Fig. 1: run 1, logic cells by family
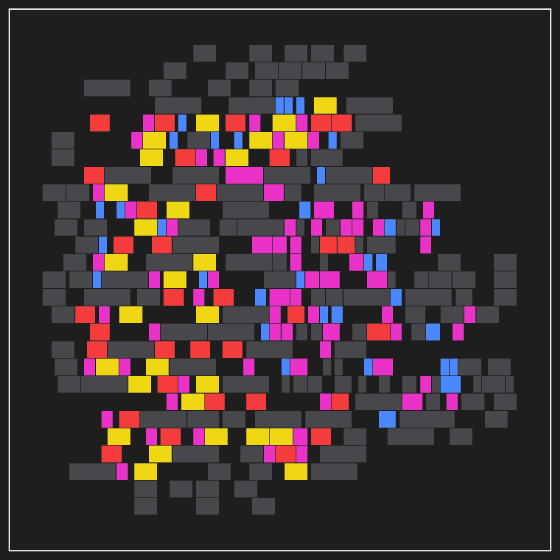
Fig. 2: run 1, cells by drive strength
The bar under the picture is 20 um long.
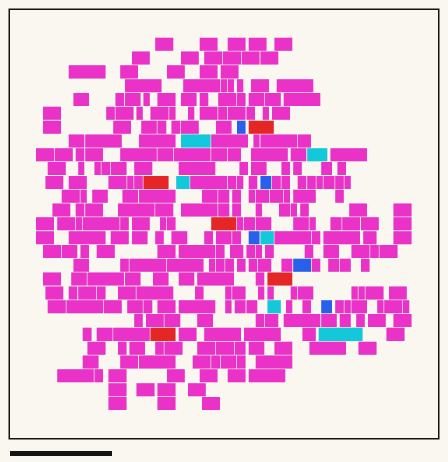
Fig. 3: run 1, routed clock nets over the placement
The bar under the picture is 20 um long.
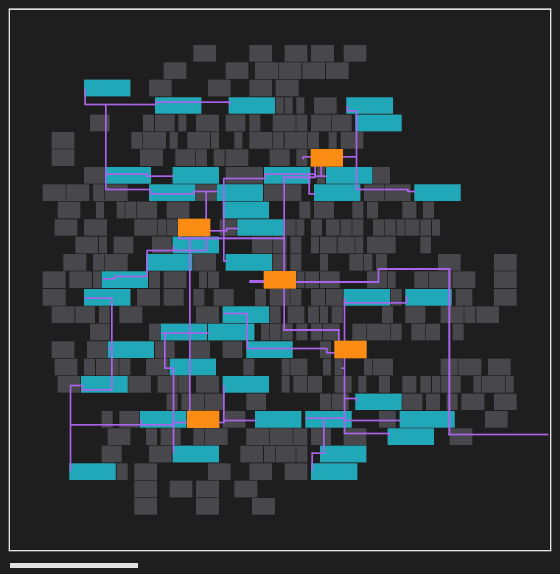
==> config.mk <==
export PLATFORM = sky130hd
export DESIGN_NAME = imm_shift_unit
export DESIGN_NICKNAME = d
export VERILOG_FILES = /design/src/rtl/imm_shift_pkg.sv /design/src/rtl/imm_ext.sv /design/src/rtl/imm_shift_unit.sv
export SDC_FILE = /design/constraint.sdc
export NUM_CORES = 1
export LEC_CHECK = 0
export ABC_CLOCK_PERIOD_IN_PS = 3300
export CORE_MARGIN = 5
export CORE_UTILIZATION = 40
export DETAILED_ROUTE_END_ITERATION = 10
export PLACE_DENSITY = 0.78
export SLEW_MARGIN = 30
export SYNTH_ARGS = -nofsm -noshare
export SYNTH_HDL_FRONTEND = slang
export SYNTH_SLANG_ARGS = --single-unit
==> constraint.sdc <==
create_clock -name clk -period 3.3 [get_ports clk]
set_input_delay 0.33 -clock clk [delete_from_list [all_inputs] [get_ports clk]]
set_output_delay 0.33 -clock clk [all_outputs]
set_load 0.05 [all_outputs]
==> run_results.csv <==
group,metric,value,unit
placed_design,dp.cells,372,
critical_path,path_buffers,2,
final_layout,dominant_cells,"combinational gates",
power_and_ir_drop,sequentialPowerShare,0.428,
floorplanning,chip_area,7100,um2
final_layout,area_share_clock_buf_inv,0.02671,
yosys,syn_nets,287,
yosys,post-synth-top-area-cell,"dfxtp_1",
yosys,synthesis.area_per_instance,8.517,um2
power_and_ir_drop,total_switching_power,534.0,uW
final_layout,combGateArea,1280,um2
yosys,yosys-top-cells-area,"dfxtp_1 36%, mux2i_1 13%, a22o_1 11%",
yosys,synth_cell_types,41,
grt,grt_remaining_overflow,0,
status,run_status,"finished clean",
grt,gr-max-usage-layer,"met1",
critical_path,worst_path_dominant_cell_family,"buffers and inverters",
yosys,synth.yosys.seq_area_share,0.3630,
clock_network,tritoncts_clock_tree,"done",
yosys,post_synth_mux_area_share,0.1271,
final_layout,seq_share,0.2770,
floorplanning,die.size.y,84.26,um
route,top_signal_layer_used,"met4",
critical_path,critPathArrivalTime,1910,ps
clock_network,post_cts_setup_buffers,0,
route,drt_drc_violations_left,0,
clock_network,ctsRootBufferMaster,"clkbuf_8",
clock_network,cts_inserted_buffers,5,
yosys,enable_flop_cells,0,
floorplanning,ios,62,
yosys,post_synth_instance_area,2206,um2
sta,final.period_utilization,0.6798,
power_and_ir_drop,cell_internal_pwr,861.5,uW
critical_path,cpPeakStageDelay,790,ps
critical_path,slowest_stage,"clkdlybuf4s50_1",
yosys,top_cell_area_share,0.3630,
yosys,number_of_warning_messages_in_the_yosys_log,0,
critical_path,startpoint_type,"register",
job,drv_cap,0,
final_layout,buf_share,0.2180,
final_layout,filler_cell_count,499,
sta,timing_max_transition_violations_final,0,
floorplanning,fp_rows,27,
placed_design,dpl.hpwl,4.105,mm
sta,final.setup.tns,0,ps
power_and_ir_drop,max-vdd-ir-drop,0.2466,mV
placed_design,io_buffer_count,61,
placed_design,routabilityCongestion,0.8977,
yosys,synth.cellmix.compoundShare,0.3080,
yosys,cells_yosys,259,
yosys,synth-xor-area-share,0,
job,warning_count,26,
grt,largest_net_degree_at_the_start_of_global_routing,36,
floorplanning,fp_util,0.4056,
floorplanning,die_width,84.26,um
clock_network,postCtsHoldBufs,0,
final_layout,sequential_cell_total,40,
clock_network,cts.sink_count,40,
final_layout,max_reg_flops,32,
yosys,share_of_synthesized_registers_carrying_an_async_set_or_reset,0,
sta,final_hold_viol_count,0,
route,drt-met1-wl,3.072,mm
yosys,main_kind_of_combinational_logic_by_area,"AND-OR/OR-AND gates",
sta,max_clock_freq,445.8,MHz
grt,global_route_total_usage_across_every_layer,0.1783,
power_and_ir_drop,power_frac_clock,0.222,
critical_path,ff_to_ff_path_depth,5,
critical_path,critical_path.max_fanout,15,
route,dr.pass1.iters,4,
critical_path,criticalPathCategory,"register to output port",
final_layout,final_util,0.5339,
yosys,arithmetic_cell_share_of_the_synthesized_area_counting_full_adders_half_adders_and_majority_gates,0.005672,
power_and_ir_drop,power.switching_fraction,0.3826,
grt,grt.met2_usage,0.2554,
route,wl,6.340,mm
final_layout,seq_area,804.5,um2
sta,clock_skew,7.091,ps
route,avgRoutedWirePerCell,16.73,um
grt,number_of_antenna_violations_at_the_first_check_in_global_routing,0,
final_layout,n_clock_buffer,6,
sta,final_count_of_negative_setup_slack_endpoints,0,
route,route.met2.wl,2.832,mm
power_and_ir_drop,power_leakage,0.001021,uW
yosys,synth-simple-area-share,0.1384,
critical_path,critical_path.cell_chain,"nor2_1 > inv_1 > clkdlybuf4s50_1",
sta,timing.hold.ws,507.6,ps
-- Fig. 1 (at the start) --
Red stands for AND-OR and OR-AND gates, cells 34. Magenta stands for inverting AOI/OAI gates, cells 67. Blue stands for NAND gates, cells 33. Yellow stands for multiplexers, cells 28.
highest-count logic cell in the final layout: clkdlybuf4s50_1
Comb/total area: 0.4408
Finished Layout Cells: 379

-- Fig. 2 (at the start) --
Red stands for drive 6 and up, cells 5, most used clkbuf_8. Blue stands for drive 2, cells 5, most used or2_2. Cyan stands for drive 3 to 4, cells 6, most used buf_4. Magenta stands for drive 1 or less, cells 291, most used clkdlybuf4s50_1.
bufs w/o clock: 64
Layout Area Growth over Synthesis: 31.65%
min setup slack post-route: 1057 ps
Final Cell Area: 2904 um2

-- Fig. 3 (at the start) --
Cyan stands for flip-flops, count 40. Purple stands for clock wires, length 543 um. Orange stands for cells driving clock nets, count 5.
There are 6 routed clock nets.
clock network power: 310 uW
clock latency on the worst-skew pair: 290 ps

-- run 1: stage by stage --
| stage | setup WS (ps) | cell area, um2 | total power, uW |
|---|---|---|---|
| final | 1057 | 2904 | 1396 |
| after floorplan | 1213 | 2206 | 928.2 |
| after global routing | 825.3 | 2904 | 1464 |
| after detailed placement | 1132 | 2824 | 1090 |
| after global placement | 1205 | 2824 | 1084 |
| after CTS | 1063 | 2902 | 1401 |
-- run 1: tightest hold or removal path: stages (launching register included) --
cell,delay [ps]
dfxtp_1,340
nand2_1,70
a21oi_1,50
-- run 1: power by group through the flow --
stage               registers (uW)  logic [uW]  clock network (uW)
finish                         597         488                 310
CTS                            595         487                 318
detailed placement             605         484                   0
global route                   605         525                 334
floorplan                      696         233                   0
global placement               605         479                   0
Power is estimated from default activity; no workload was simulated.
